**src/rtl/mips_pipe_monitor.sv**
```systemverilog
// Passive pipeline observer: saturating performance counters plus a
// first-word-fall-through writeback trace FIFO drained over valid/ready.
module mips_pipe_monitor #(
  parameter int CNT_W = 16,
  parameter int DEPTH = 8
) (
  input  logic                     clock,
  input  logic                     reset,
  input  logic                     enable,
  input  logic                     clear,
  input  logic                     stall_in,
  input  logic                     branch_in,
  input  logic                     zero_in,
  input  logic                     regwrite_wb_in,
  input  logic [4:0]               dest_wb_in,
  input  logic [31:0]              write_data_in,
  input  logic [1:0]               op_fa_in,
  input  logic [1:0]               op_fb_in,
  output logic [CNT_W-1:0]         cycle_count,
  output logic [CNT_W-1:0]         stall_count,
  output logic [CNT_W-1:0]         taken_count,
  output logic [CNT_W-1:0]         fwd_count,
  output logic [CNT_W-1:0]         retire_count,
  output logic                     trace_valid,
  input  logic                     trace_ready,
  output logic [36:0]              trace_data,
  output logic [$clog2(DEPTH):0]   trace_level,
  output logic                     trace_overflow
);

  localparam int AW = $clog2(DEPTH);
  localparam int LW = AW + 1;

  // Adds 0..2 and clamps at all-ones; the extra top bit catches any carry-out.
  function automatic logic [CNT_W-1:0] sat_add(input logic [CNT_W-1:0] a,
                                               input logic [1:0]       inc);
    logic [CNT_W:0] s;
    s = {1'b0, a} + {{(CNT_W-1){1'b0}}, inc};
    return s[CNT_W] ? {CNT_W{1'b1}} : s[CNT_W-1:0];
  endfunction

  logic [CNT_W-1:0] cycle_q, cycle_d;
  logic [CNT_W-1:0] stall_q, stall_d;
  logic [CNT_W-1:0] taken_q, taken_d;
  logic [CNT_W-1:0] fwd_q, fwd_d;
  logic [CNT_W-1:0] retire_q, retire_d;
  logic [1:0]       fwd_inc;
  logic             wb_valid;

  assign wb_valid = regwrite_wb_in & (|dest_wb_in);
  assign fwd_inc  = {1'b0, |op_fa_in} + {1'b0, |op_fb_in};

  always_comb begin
    cycle_d  = cycle_q;
    stall_d  = stall_q;
    taken_d  = taken_q;
    fwd_d    = fwd_q;
    retire_d = retire_q;
    if (clear) begin
      cycle_d  = '0;
      stall_d  = '0;
      taken_d  = '0;
      fwd_d    = '0;
      retire_d = '0;
    end else if (enable) begin
      cycle_d  = sat_add(cycle_q, 2'd1);
      stall_d  = sat_add(stall_q, {1'b0, stall_in});
      taken_d  = sat_add(taken_q, {1'b0, branch_in & zero_in});
      fwd_d    = sat_add(fwd_q, fwd_inc);
      retire_d = sat_add(retire_q, {1'b0, wb_valid});
    end
  end

  always_ff @(posedge clock) begin
    if (reset) begin
      cycle_q  <= '0;
      stall_q  <= '0;
      taken_q  <= '0;
      fwd_q    <= '0;
      retire_q <= '0;
    end else begin
      cycle_q  <= cycle_d;
      stall_q  <= stall_d;
      taken_q  <= taken_d;
      fwd_q    <= fwd_d;
      retire_q <= retire_d;
    end
  end

  assign cycle_count  = cycle_q;
  assign stall_count  = stall_q;
  assign taken_count  = taken_q;
  assign fwd_count    = fwd_q;
  assign retire_count = retire_q;

  logic [36:0]   mem_q [DEPTH];
  logic [AW-1:0] wr_ptr_q, wr_ptr_d;
  logic [AW-1:0] rd_ptr_q, rd_ptr_d;
  logic [LW-1:0] level_q, level_d;
  logic          overflow_q, overflow_d;
  logic          empty, full, push_req, push_ok, pop, drop;

  assign empty    = (level_q == '0);
  assign full     = (level_q == LW'(DEPTH));
  assign push_req = enable & wb_valid;
  assign pop      = ~empty & trace_ready;
  // A pop in the same cycle frees the slot, so a push into a full FIFO still lands.
  assign push_ok  = push_req & (~full | pop);
  assign drop     = push_req & full & ~pop;

  always_comb begin
    wr_ptr_d   = wr_ptr_q;
    rd_ptr_d   = rd_ptr_q;
    level_d    = level_q;
    overflow_d = overflow_q | drop;
    if (push_ok) wr_ptr_d = wr_ptr_q + AW'(1);
    if (pop)     rd_ptr_d = rd_ptr_q + AW'(1);
    if (push_ok && !pop)      level_d = level_q + LW'(1);
    else if (pop && !push_ok) level_d = level_q - LW'(1);
    if (clear) overflow_d = 1'b0;
  end

  always_ff @(posedge clock) begin
    if (reset) begin
      wr_ptr_q   <= '0;
      rd_ptr_q   <= '0;
      level_q    <= '0;
      overflow_q <= 1'b0;
    end else begin
      wr_ptr_q   <= wr_ptr_d;
      rd_ptr_q   <= rd_ptr_d;
      level_q    <= level_d;
      overflow_q <= overflow_d;
    end
  end

  // Storage needs no reset: empty pointers make stale entries unreachable.
  always_ff @(posedge clock) begin
    if (!reset && push_ok) mem_q[wr_ptr_q] <= {dest_wb_in, write_data_in};
  end

  assign trace_valid    = ~empty;
  assign trace_data     = empty ? 37'd0 : mem_q[rd_ptr_q];
  assign trace_level    = level_q;
  assign trace_overflow = overflow_q;

endmodule

```
**config.mk**
```make
export PLATFORM = sky130hd
export DESIGN_NAME = mips_pipe_monitor
export DESIGN_NICKNAME = d
export VERILOG_FILES = /design/src/rtl/mips_pipe_monitor.sv
export SDC_FILE = /design/constraint.sdc
export NUM_CORES = 1
export LEC_CHECK = 0
export ABC_AREA = 0
export CORE_ASPECT_RATIO = 1.1
export CORE_MARGIN = 2
export CORE_UTILIZATION = 26
export CTS_BUF_LIST = sky130_fd_sc_hd__clkbuf_16
export CTS_CLUSTER_SIZE = 40
export DETAILED_ROUTE_END_ITERATION = 12
export GPL_ROUTABILITY_DRIVEN = 0
export GPL_TIMING_DRIVEN = 0
export PLACE_DENSITY = 0.53
export SLEW_MARGIN = 20
export SYNTH_ARGS = -nofsm -noshare
export SYNTH_HDL_FRONTEND = slang
export SYNTH_SLANG_ARGS = --single-unit
```
**constraint.sdc**
```tcl
create_clock -name clock -period 14.77 [get_ports clock]
set_clock_uncertainty 0.15 [all_clocks]
set_input_delay 1.477 -clock clock [delete_from_list [all_inputs] [get_ports clock]]
set_output_delay 1.477 -clock clock [all_outputs]
set_load 0.02 [all_outputs]
```
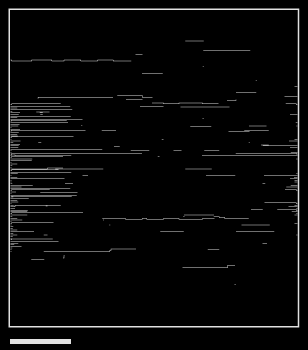
run_1/met3.png
Scale bar: 50 um.
nets with wire on the layer = 141
longest straight run = 108 um
wire length on this layer = 3080 um

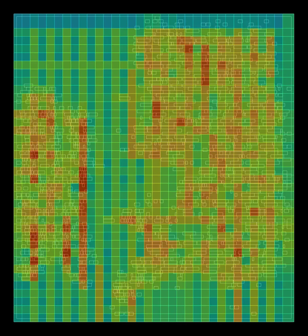
run_1/final_congestion.png
most used routing layer: met2
global-route track usage on met1: 0.1552
grt met2 use: 0.2185

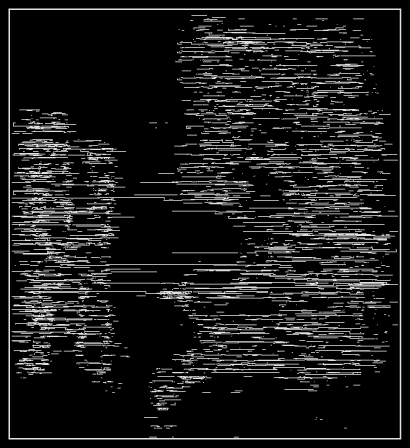
run_1/met1.png
wire length on this layer = 16800 um
nets with wire on the layer = 1189

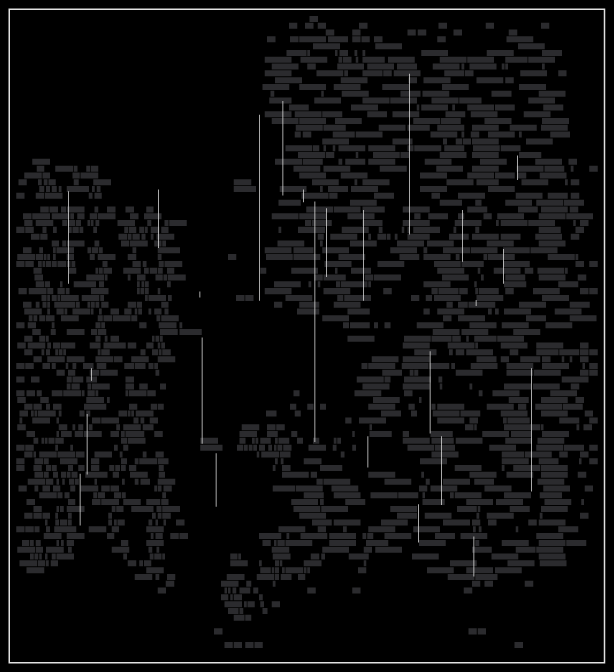
run_1/met4.png
Cells faint in the background.
share of all routed wire = 1.8%
nets with wire on the layer = 9
longest straight run = 95.9 um
main direction = vertical

-- run 1: cell type report --
class	count	area, um^2
diodes	2	5.005
plain buffers	43	187.7
clock buffers	45	1126
clock inverters	30	183.9
fillers	5817	39560
inverters	13	48.80
multi-input cells	512	4608
flip-flops and latches	390	10770
well taps	768	960.9
repair buffers	223	2058
-- run 1: how the worst max path moves through the flow --
stage,startpoint,slack [ps],end,depth (start not counted)
4_1_cts,register,9490,trace_data[33],6
3_3_place_gp,enable,2980,mem_q[0][19],6
3_5_place_dp,enable,9340,mem_q[5][21],11
2_1_floorplan,enable,8420,mem_q[5][0],5
5_1_grt,register,9420,trace_data[35],6
6_report,register,9640,trace_data[33],6
-- run 1: state kept, by name, summed over array words and instances (netlist names), named ones only --
register        flops
fwd_count          16
rd_ptr_q            3
stall_count        16
retire_count       16
trace_level         4
cycle_count        16
wr_ptr_q            3
trace_overflow      1
taken_count        16
mem_q             296
-- run 1: routing by layer --
metal | global-route usage | up-vias | wire (um)
li1 | - | 4267 | -
met1 | 0.1552 | 4653 | 16750
met2 | 0.2185 | 208 | 18980
met3 | 0.04813 | 60 | 3077
met4 | 0.03005 | 8 | 710
met5 | 0 | - | 50
-- run 1: synth_stat cells (all sizes together), types with 2 or more instances --
master | number | area (um^2)
edfxtp | 296 | 8889
dfxtp | 94 | 1882
mux4 | 74 | 1667
nor2 | 74 | 280.3
a21oi | 66 | 330.3
mux2i | 45 | 450.4
nand2 | 36 | 135.1
xor2 | 33 | 289.0
nand3 | 24 | 125.1
clkbuf | 22 | 82.58
nand4 | 22 | 158.9
buf | 21 | 105.1
xnor2 | 20 | 175.2
and3 | 16 | 101.4
ha | 13 | 162.7
inv | 13 | 48.80
nor3 | 12 | 82.58
o21ai | 11 | 55.05
nor4 | 7 | 43.79
a21o | 6 | 45.04
a31oi | 6 | 37.54
a211oi | 5 | 37.54
and4 | 5 | 43.79
or2 | 4 | 25.02
a41o | 3 | 30.03
nand3b | 3 | 22.52
o221a | 3 | 33.78
a311oi | 2 | 17.52
and2 | 2 | 12.51
and4b | 2 | 20.02
fa | 2 | 40.04
nand2b | 2 | 12.51
nor2b | 2 | 12.51
or4 | 2 | 15.01
-- run 1: through the flow --
step,hold WS [ps],total power [mW]
after detailed placement,324.1,1.869
after global placement,312.0,1.863
after floorplan,304.1,1.589
after global routing,381.4,2.967
final,328.1,2.834
after CTS,340.6,2.892
-- run 1: power by group through the flow --
stage               sequential [mW]  clock (mW)  combinational (mW)
global route                   1.21        1.09               0.672
CTS                            1.21        1.04               0.641
floorplan                      1.23           0               0.355
detailed placement             1.23           0               0.639
global placement               1.23           0               0.632
finish                         1.21        1.01               0.617
-- run 1: critical path, stage by stage, from the launching register on --
cell and delay (ps):
dfxtp_1 340, clkbuf_1 550, clkbuf_1 690, mux4_2 360, mux2i_1 70, nor2_1 250, clkdlybuf4s50_1 660
-- run 1: cell families after synthesis --
family / Yosys count / share of synthesized area
fa+ha+maj: 15 / 0.01302
compound gates: 109 / 0.04140
simple gates: 216 / 0.07251
xor+xnor: 53 / 0.02983
buf+inv: 56 / 0.01519
mux: 119 / 0.1360
flops: 390 / 0.6920
==> reports/qor.txt, run 1 <==
FFs w/ async S/R, synth -> 0
gr usage total -> 0.1287
Setup Slack @ Placement -> 9341 ps
Synthesized Nets -> 1023
post-route design area -> 19950 um^2
Final Hold Viols -> 0
# port buffers -> 171
WL per Instance -> 19.53 um
Inst Count DP -> 1949
post-layout util -> 0.3352
Crit Reg-Reg Startpoint -> trace_level[0]
Sw Pwr -> 0.7899 mW
placed inst area -> 18630 um^2
RSZ-0062 raised after global routing -> false
final net count -> 1292
row count -> 94
Clock H-tree levels -> 2
Tcrit/Tclk final -> 0.3474
Combinational Power Share -> 0.218
Post-CTS Setup Repair Bufs -> 0
Post-synth seq share -> 0.6920
synthesis area per yosys -> 15560 um^2
antenna violations before repair -> 4
worst skew pair latency -> 560 ps
drt pass-1 iters -> 4
Post-synth EDFFs -> 296
crit path DAT -> 3500 ps
final wirelength -> 39570 um
crit path launch type -> register
sequential power share -> 0.426
area delta synth->final -> 28.18%
Final ANT Viol Nets -> 0
largest net degree at the start of global routing -> 14
share of layout cells above drive strength 1 -> 0.1760
crit path time final -> 5131 ps
TritonCTS buffer count -> 44
Residual DRC -> 0
DR vias/cell -> 4.539
CTS Hold Buffers Added -> 0
most frequent logic cells in the routed design -> edfxtp_1, clkdlybuf4s50_1, dfxtp_1, mux4_2, nor2_1
critical path peak fanout -> 10
grt total ovfl -> 0
Worst EP required -> 13140 ps
Leakage -> 6.496 nW
Final Instance Count excl. Fillers -> 2026
crit path kind -> reg2out
Worst Hold Launch -> trace_overflow
Max Clk Rate -> 0.1949 GHz
die width -> 237.3 um
first-pass GRT wire length -> 60330 um
hold depth -> 2
tool warning count -> 26
Clk pwr share -> 0.356
library cells used by synthesis -> 53
pwr dens -> 142.1 nW/um^2
Yosys warnings -> 0
WHS Endpoint -> trace_overflow
yosys cell count -> 958
core area -> 59510 um^2
endpoint type of the worst setup path -> primary output
initial DRC count -> 458
worst r2r path cells -> 9
worst-margin pin slew -> 935.5 ps
TritonCTS Sinks -> 390
Vias -> 9196
Setup WS post-layout -> 9639 ps
Post-Syn Instances -> 958
synthesized cell area -> 15560 um^2
clock tree from TritonCTS -> done
Die Y -> 260.6 um
Top cell excl fill/tap -> edfxtp_1
CTS clk-pin slew, worst paths -> 60 ps
Final TNS setup -> 0 ps
Root Driver -> clkbuf_16
hpwl dp -> 27640 um
Final setup viols -> 0
vias in the first global route -> 9764
sw frac -> 0.2787
worst hold path type -> reg2reg
Post-Syn Area per Cell -> 16.25 um^2
Synth flops -> 390
Dominant flop cell -> edfxtp_1
cts repair resizes -> 0
Max Cap Viol -> 0
Reg2Reg Capture Point -> mem_q[5][16]
Die ar. -> 61840 um^2
fp util -> 0.2615
Worst slew margin -> 0.3763
max-slew violation count -> 0
clock buffer depth -> 3
# IOs -> 173
reg2reg setup slack -> 11540 ps
status -> complete, no violations
Max IR drop VDD -> 0.07514 mV
Int Power -> 2.044 mW
==> run 1 -> run 2 <==
Clock period 14.77 ns to 4.9 ns, I/O delays scaled along.
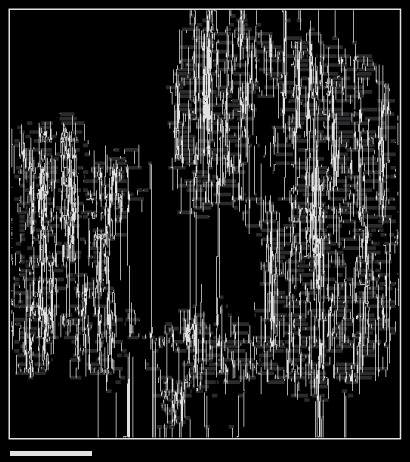
run_2/met2.png
Scale bar: 50 um. Cells faint in the background.
main direction = vertical
share of all routed wire = 50%

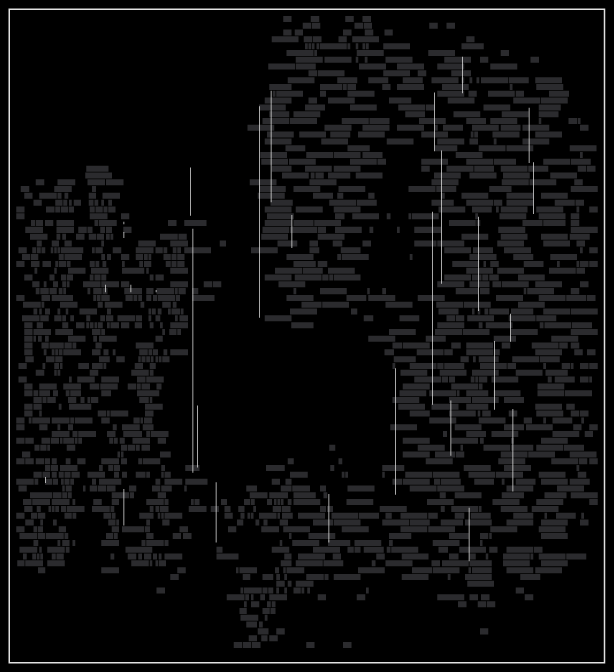
run_2/met4.png
Cells faint in the background.
share of all routed wire = 2.0%
nets with wire on the layer = 12
longest straight run = 97.2 um
wire length on this layer = 761 um

==> reports/qor.txt, run 2 <==
Worst EP required -> 4260 ps (-8880 ps)
initial DRC count -> 424 (-7.4%)
critical path peak fanout -> 10 (unchanged)
Reg2Reg Capture Point -> trace_level[3]
Worst slew margin -> 0.3557 (-0.02061)
worst skew pair latency -> 570 ps (about the same)
most common cell in the netlist -> edfxtp_1
Yosys warnings -> 0 (unchanged)
Post-Syn Instances -> 958 (unchanged)
worst r2r path cells -> 10 (+1)
crit path kind -> reg2out
most frequent CP cell -> clkbuf_1
Area leader share -> 0.5711 (unchanged)
die width -> 237.3 um (unchanged)
Post-Syn Area per Cell -> 16.25 um^2 (unchanged)
fp util -> 0.2615 (unchanged)
Max Clk Rate -> 0.2386 GHz
commonest cells in the netlist -> edfxtp_1, dfxtp_1, mux4_2, nor2_1, a21oi_1
largest net degree at the start of global routing -> 14 (unchanged)
# port buffers -> 171 (unchanged)
Final setup viols -> 0 (unchanged)
crit path launch type -> register
status -> complete, no violations
vias in the first global route -> 9795 (+0.32%)
TritonCTS Sinks -> 390 (unchanged)
Post-synth seq share -> 0.6920 (unchanged)
post-route design area -> 20100 um^2 (+0.75%)
final net count -> 1292 (unchanged)
Vias -> 9240 (+0.48%)
pwr dens -> 429.3 nW/um^2 (+200%)
worst hold path type -> reg2reg
grt total ovfl -> 0 (unchanged)
Die Y -> 260.6 um (unchanged)
WHS Endpoint -> trace_overflow
TritonCTS buffer count -> 44 (unchanged)
Crit Reg-Reg Startpoint -> trace_level[0]
clock buffer depth -> 3 (unchanged)
worst-margin pin slew -> 957.6 ps (+22.08 ps)
Root Driver -> clkbuf_16
Synthesized Nets -> 1023 (unchanged)
synthesis area per yosys -> 15560 um^2 (unchanged)
cts repair resizes -> 0 (unchanged)
Buf/Inv on CP -> 3 (unchanged)
synthesized cell area -> 15560 um^2 (unchanged)
yosys cell count -> 958 (unchanged)
Tcrit/Tclk final -> 0.8553
Post-CTS Setup Repair Bufs -> 0 (unchanged)
crit path time final -> 4191 ps
area delta synth->final -> 29.13%
drt pass-1 iters -> 5 (+1)
first-pass GRT wire length -> 59850 um (-0.80%)
area leader, netlist -> edfxtp_1
slowest cell on the critical path -> clkbuf_1
max-slew violation count -> 0 (unchanged)
Synth flops -> 390 (unchanged)
hold depth -> 2 (unchanged)
Worst Hold Launch -> trace_overflow
CTS clk-pin slew, worst paths -> 60 ps (about the same)
# IOs -> 173 (unchanged)
antenna violations before repair -> 4 (unchanged)
clock tree from TritonCTS -> done
placed inst area -> 18710 um^2 (+0.43%)
most frequent logic cells in the routed design -> edfxtp_1, clkdlybuf4s50_1, dfxtp_1, mux4_2, nor2_1
library cells used by synthesis -> 53 (unchanged)
Largest register FFs -> 296 (unchanged)
CP delay by family, top -> buffers and inverters
Max Cap Viol -> 0 (unchanged)
post-layout util -> 0.3377 (+0.002501)
CP cell instances -> clkbuf_1, clkbuf_1, mux4_2, mux2i_1, nor2_1, clkdlybuf4s50_1
core area -> 59510 um^2 (unchanged)
DR vias/cell -> 4.563 (+0.53%)
Final Hold Viols -> 0 (unchanged)
Crit path largest cell delay -> 670 ps (-20 ps)
WL per Instance -> 19.32 um (-1.1%)
Dominant flop cell -> edfxtp_1
Post-synth EDFFs -> 296 (unchanged)
Leakage -> 6.524 nW (+0.42%)
Clock H-tree levels -> 2 (unchanged)
Die ar. -> 61840 um^2 (unchanged)
crit path DAT -> 3550 ps (+50 ps)
Residual DRC -> 0 (unchanged)
FFs w/ async S/R, synth -> 0 (unchanged)
Top area cell types -> edfxtp_1, dfxtp_1, mux4_2
endpoint type of the worst setup path -> primary output
Setup Slack @ Placement -> 692.1 ps (-8649 ps)
reg2reg setup slack -> 1620 ps (-9920 ps)
tool warning count -> 27 (+3.8%)
Antenna diodes -> 0 (-2)
Biggest register -> mem_q
share of layout cells above drive strength 1 -> 0.1782 (+0.002247)
hpwl dp -> 27590 um (-0.19%)
Setup WS post-layout -> 709.0 ps (-8930 ps)
row count -> 94 (unchanged)
gr usage total -> 0.1273 (-0.001323)
Top cell excl fill/tap -> edfxtp_1
Final ANT Viol Nets -> 0 (unchanged)
final wirelength -> 39110 um (-1.1%)
RSZ-0062 raised after global routing -> false
CTS Hold Buffers Added -> 0 (unchanged)
Max IR drop VDD -> 0.2463 mV (+230%)
[run 2: stage by stage]
step                      setup TNS [ps]  total power [mW]  hold WS, ps  cells
after detailed placement               0             5.595        307.5   1949
after global placement          -1124350             5.575        302.9   1897
after global routing                   0             9.030        374.0   2025
after CTS                              0             8.813        320.1   2025
after floorplan                   -34200             4.790        304.1    958
final                                  0             8.628        316.7   2025
[run 2: logic make-up after synthesis]
group | Yosys count | synth area share
DFF | 390 | 0.6920
muxes | 119 | 0.1360
AOI/OAI and AO/OA | 109 | 0.04140
xor gates and xnor gates | 53 | 0.02983
buffers and inverters | 56 | 0.01519
and+or+nand+nor | 216 | 0.07251
adders and majority gates | 15 | 0.01302
[run 2: power by group]
part	switching, mW	leakage, nW	internal, mW
Clock	1.33	0.702	1.82
Combinational	0.987	2.40	0.848
Sequential	0.0365	3.43	3.60
[run 2: worst reg2reg max path: cells and delay by family (launching register included)]
| family | cells | cell delay [ps] |
|---|---|---|
| AND/OR/NAND/NOR | 3 | 1450 |
| adder cells (fa/ha/maj) | 2 | 550 |
| flip-flops | 1 | 380 |
| buffers and inverters | 1 | 110 |
| AND-OR/OR-AND | 3 | 480 |
| XOR/XNOR | 1 | 90 |
[run 2: how the worst max path moves through the flow]
| stage | start | end | cells after the start |
|---|---|---|---|
| after floorplan | enable | mem_q[5][0] | 5 |
| after CTS | register | trace_data[35] | 6 |
| final | register | trace_data[35] | 6 |
| after global routing | register | trace_data[34] | 6 |
| after detailed placement | enable | mem_q[4][18] | 10 |
| after global placement | enable | mem_q[5][20] | 6 |
[run 2: layout make-up]
type,instances,area [um^2]
Fill cell,5788,39410
Sequential cell,390,10770
Multi-Input combinational cell,512,4619
Timing Repair Buffer,223,2127
Clock buffer,45,1126
Tap cell,768,960.9
Clock inverter,31,257.7
Buffer,43,187.7
Inverter,13,48.80
[run 2: metal layers]
| metal | track usage | vias to the layer above | part of all wire |
|---|---|---|---|
| met5 | 0 | - | 0.0015 |
| met4 | 0.03739 | 8 | 0.019 |
| met3 | 0.04474 | 64 | 0.073 |
| met2 | 0.2190 | 220 | 0.50 |
| met1 | 0.1501 | 4672 | 0.41 |
| li1 | - | 4276 | - |
Power and IR drop assume default switching activity.
